`config.mk`:
```
export PLATFORM = sky130hd
export DESIGN_NAME = hexaram_wr_arb
export DESIGN_NICKNAME = d
export VERILOG_FILES = /design/src/rtl/hexaram_wr_arb_pkg.sv /design/src/rtl/hexaram_wr_arb_rr_pick2.sv /design/src/rtl/hexaram_wr_arb.sv
export SDC_FILE = /design/constraint.sdc
export NUM_CORES = 1
export LEC_CHECK = 0
export CORE_ASPECT_RATIO = 2
export CORE_MARGIN = 3
export CORE_UTILIZATION = 49
export DETAILED_ROUTE_END_ITERATION = 7
export GPL_TIMING_DRIVEN = 1
export PLACE_DENSITY = 0.94
export SLEW_MARGIN = 5
export SYNTH_ARGS = -nofsm -noshare
export SYNTH_HDL_FRONTEND = slang
export SYNTH_SLANG_ARGS = --single-unit
```
`constraint.sdc`:
```
create_clock -name clk -period 11.45 [get_ports clk]
set_input_delay 2.29 -clock clk [delete_from_list [all_inputs] [get_ports clk]]
set_output_delay 2.29 -clock clk [all_outputs]
set_load 0.03 [all_outputs]
```
`src/rtl/hexaram_wr_arb_pkg.sv`:
```
// Shared widths and FSM encoding for the hexa-port RAM write arbiter.
package hexaram_wr_arb_pkg;

    localparam int W = 8;
    localparam int M = 16;

    typedef enum logic [0:0] {
        ARB  = 1'b0,
        HOLD = 1'b1
    } arb_state_t;

endpackage

```
`src/rtl/hexaram_wr_arb_rr_pick2.sv`:
```
// Combinational two-winner round-robin picker: scans from ptr, first valid
// requester wins A, second wins B.
module rr_pick2 (
    input  logic [3:0] valid,
    input  logic [1:0] ptr,
    output logic [1:0] idx_a,
    output logic       vld_a,
    output logic [1:0] idx_b,
    output logic       vld_b
);

    logic [1:0] cand_s;

    // Walk the four requesters in rotating order starting at ptr
    always_comb begin
        idx_a  = 2'd0;
        vld_a  = 1'b0;
        idx_b  = 2'd0;
        vld_b  = 1'b0;
        cand_s = ptr;
        for (int k = 0; k < 4; k++) begin
            cand_s = ptr + k[1:0];
            if (valid[cand_s]) begin
                if (!vld_a) begin
                    idx_a = cand_s;
                    vld_a = 1'b1;
                end else if (!vld_b) begin
                    idx_b = cand_s;
                    vld_b = 1'b1;
                end else begin
                    vld_b = vld_b;
                end
            end else begin
                cand_s = cand_s;
            end
        end
    end

endmodule

```
`src/rtl/hexaram_wr_arb.sv`:
```
// Four-requester, two-port write arbiter for a six-port RAM with a starvation
// guard that periodically opens a one-cycle write-free window for readers.
module hexaram_wr_arb
    import hexaram_wr_arb_pkg::*;
#(
    parameter int STARVE_LIM = 4
) (
    input  logic           clk,
    input  logic           rst_n,
    input  logic [3:0]     req_valid,
    input  logic [4*W-1:0] req_addr,
    input  logic [4*W-1:0] req_data,
    output logic [3:0]     req_ready,
    input  logic [3:0]     rd_req,
    output logic           we_a,
    output logic           we_b,
    output logic [W-1:0]   addr_a,
    output logic [W-1:0]   addr_b,
    output logic [W-1:0]   data_a,
    output logic [W-1:0]   data_b,
    output logic [3:0]     rd_vld,
    output logic           state_hold
);

    localparam logic [2:0] LIM_C = 3'(STARVE_LIM);

    arb_state_t   state_r;
    arb_state_t   state_nxt_s;
    logic [1:0]   rr_ptr_r;
    logic [2:0]   cnt_r;
    logic [2:0]   cnt_nxt_s;
    logic [1:0]   idx_a_s;
    logic [1:0]   idx_b_s;
    logic         vld_a_s;
    logic         vld_b_s;
    logic         same_addr_s;
    logic         arb_en_s;
    logic         grant_a_s;
    logic         grant_b_s;
    logic         starve_s;
    logic [3:0]   blocked_s;
    logic [W-1:0] addr_arr_s [4];
    logic [W-1:0] data_arr_s [4];

    for (genvar g = 0; g < 4; g++) begin : g_unpack
        assign addr_arr_s[g] = req_addr[g*W +: W];
        assign data_arr_s[g] = req_data[g*W +: W];
    end

    rr_pick2 u_pick (
        .valid (req_valid),
        .ptr   (rr_ptr_r),
        .idx_a (idx_a_s),
        .vld_a (vld_a_s),
        .idx_b (idx_b_s),
        .vld_b (vld_b_s)
    );

    assign same_addr_s = vld_a_s & vld_b_s & (addr_arr_s[idx_a_s] == addr_arr_s[idx_b_s]);
    assign grant_a_s   = arb_en_s & vld_a_s;
    assign grant_b_s   = arb_en_s & vld_b_s & ~same_addr_s;
    assign blocked_s   = {we_b, we_a, we_b, we_a};
    // Only reads that this cycle's grants would actually block count as starving
    assign starve_s    = |(rd_req & {grant_b_s, grant_a_s, grant_b_s, grant_a_s});

    // Grant decode back to requester positions
    always_comb begin
        req_ready = 4'b0000;
        if (grant_a_s) begin
            req_ready[idx_a_s] = 1'b1;
        end else begin
            req_ready = req_ready;
        end
        if (grant_b_s) begin
            req_ready[idx_b_s] = 1'b1;
        end else begin
            req_ready = req_ready;
        end
    end

    // FSM state register
    always_ff @(posedge clk or negedge rst_n) begin
        if (!rst_n) begin
            state_r <= ARB;
        end else begin
            state_r <= state_nxt_s;
        end
    end

    // FSM next-state and starve counter next value
    always_comb begin
        state_nxt_s = ARB;
        cnt_nxt_s   = 3'd0;
        case (state_r)
            ARB: begin
                if (starve_s) begin
                    cnt_nxt_s = cnt_r + 3'd1;
                end else begin
                    cnt_nxt_s = 3'd0;
                end
                if (cnt_nxt_s == LIM_C) begin
                    state_nxt_s = HOLD;
                end else begin
                    state_nxt_s = ARB;
                end
            end
            HOLD: begin
                state_nxt_s = ARB;
                cnt_nxt_s   = 3'd0;
            end
            default: begin
                state_nxt_s = ARB;
                cnt_nxt_s   = 3'd0;
            end
        endcase
    end

    // FSM outputs; grants are suppressed during reset and the hold window
    always_comb begin
        case (state_r)
            ARB: begin
                arb_en_s   = rst_n;
                state_hold = 1'b0;
            end
            HOLD: begin
                arb_en_s   = 1'b0;
                state_hold = 1'b1;
            end
            default: begin
                arb_en_s   = 1'b0;
                state_hold = 1'b0;
            end
        endcase
    end

    // Starve counter and round-robin pointer
    always_ff @(posedge clk or negedge rst_n) begin
        if (!rst_n) begin
            cnt_r    <= 3'd0;
            rr_ptr_r <= 2'd0;
        end else begin
            cnt_r <= (state_nxt_s == HOLD) ? 3'd0 : cnt_nxt_s;
            if (grant_b_s) begin
                rr_ptr_r <= idx_b_s + 2'd1;
            end else if (grant_a_s) begin
                rr_ptr_r <= idx_a_s + 2'd1;
            end else begin
                rr_ptr_r <= rr_ptr_r;
            end
        end
    end

    // Registered RAM write ports and read-valid flags
    always_ff @(posedge clk or negedge rst_n) begin
        if (!rst_n) begin
            we_a   <= 1'b0;
            we_b   <= 1'b0;
            addr_a <= {W{1'b0}};
            addr_b <= {W{1'b0}};
            data_a <= {W{1'b0}};
            data_b <= {W{1'b0}};
            rd_vld <= 4'b0000;
        end else begin
            we_a   <= grant_a_s;
            we_b   <= grant_b_s;
            rd_vld <= rd_req & ~blocked_s;
            if (grant_a_s) begin
                addr_a <= addr_arr_s[idx_a_s];
                data_a <= data_arr_s[idx_a_s];
            end else begin
                addr_a <= addr_a;
                data_a <= data_a;
            end
            if (grant_b_s) begin
                addr_b <= addr_arr_s[idx_b_s];
                data_b <= data_arr_s[idx_b_s];
            end else begin
                addr_b <= addr_b;
                data_b <= data_b;
            end
        end
    end

endmodule

```
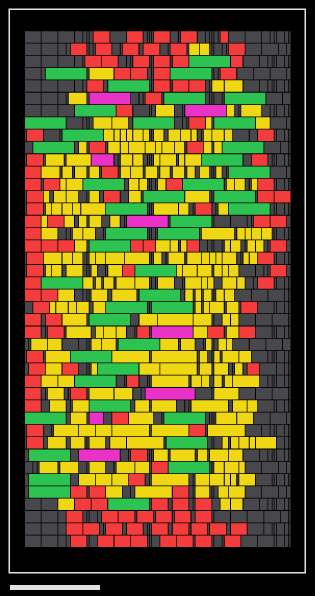
Fig. 1. Cells coloured by class.
The bar under the picture is 20 µm long. Fill, decap, tap and diode cells in grey.
Yellow is all other logic, cells 258, share of their area 46%. Green is flip-flops, cells 44, share of their area 24%. Red is other buffers and delay cells, cells 124, share of their area 26%. Magenta is clock drivers and dummy loads, cells 8, share of their area 3.8%.
Core Util, Final: 0.709
sequential cell area share: 0.231
num rows: 42
total core area: 6730 µm²

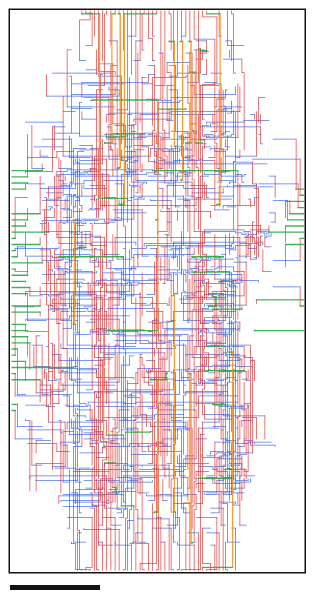
Fig. 2. Metal layers overlaid.
The bar under the picture is 20 µm long.
Blue is met1, wire length 3,590 µm. Green is met3, wire length 374 µm. Orange is met4, wire length 562 µm. Red is met2, wire length 5,770 µm.
DRT Wirelength: 10,300 µm
Via Count: 3,140
WL/cell: 19.7 µm
Total GRT Usage: 0.267

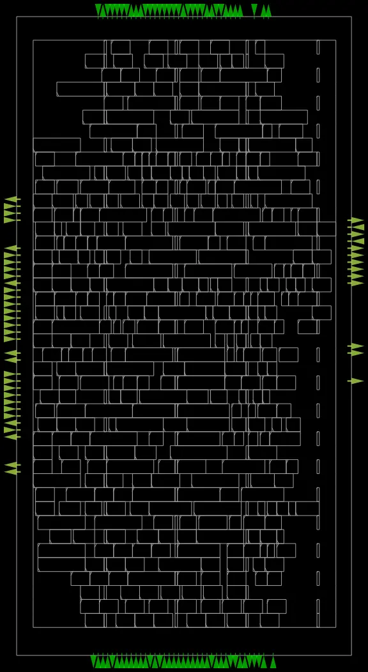
Fig. 3. Placed standard cells.
fill count: 538
Cell Count, Final, Fillers Out: 522
Well-Tap Cells: 88
seq_cells: 44

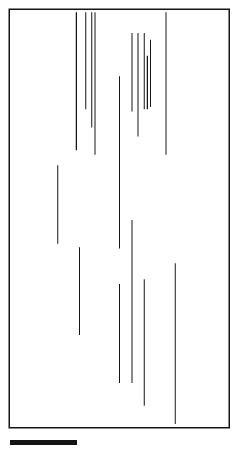
Fig. 4. The metal 4 layer.
The bar under the picture is 20 µm long.
The wires run mostly vertical. The layer carries 562 µm of wire. The longest straight run is 51.0 µm.

==> notes.md <==
fresh numbers from the pnr run: post-route cell area=4770 µm², Post-synth ARST share=1.00, Period minus WS final=around 9.3 ns, Num CTS Buffers=5, crit end category=output pin, ao+oa area frac=0.175, adder share=0.0142, Cell area leaders=dfrtp_1, mux2i_1, mux2_4, # Cells Yosys=332, Worst Setup SP=req_valid[1], Post-CTS Hold Fix Bufs=0, dpl ws=between 2 and 2.5 ns, H-tree Lvls=2, Fin Hold WS=~0.46 ns, Yosys warnings=0, status=finished clean, clk tree area frac=0.0373, Total Power=about 1300 µW, Worst Path Buf+Inv=2, fin. max-slew vios=0
==> report_power, final <==
group / switching [µW] / internal [µW]
registers: 65.9 / 225
logic: 475 / 403
clock network: 63.9 / 109
==> layer usage <==
layer  up-vias  global-route usage  wire, µm
li1       1429                   -         -
met1      1546               0.294      3590
met2       128               0.477      5770
met3        37              0.0280       374
met4         0               0.155       561
met5         -                   0         0
==> cell usage after synthesis (all sizes together) (2+ instances only) <==
cell type,number
a211oi,19
nand3,2
nand2b,7
nand2,25
a32oi,4
a221o,2
o21ai,9
mux2,32
mux2i,31
or4,2
o22ai,4
xnor2,4
nor2b,15
a21oi,24
clkbuf,11
dfrtp,44
inv,8
xor2,7
ha,3
and2,9
nor3,3
o2bb2ai,2
nand3b,3
nor2,9
mux4,10
a31oi,10
buf,19
Power is estimated from default activity; no workload was simulated.
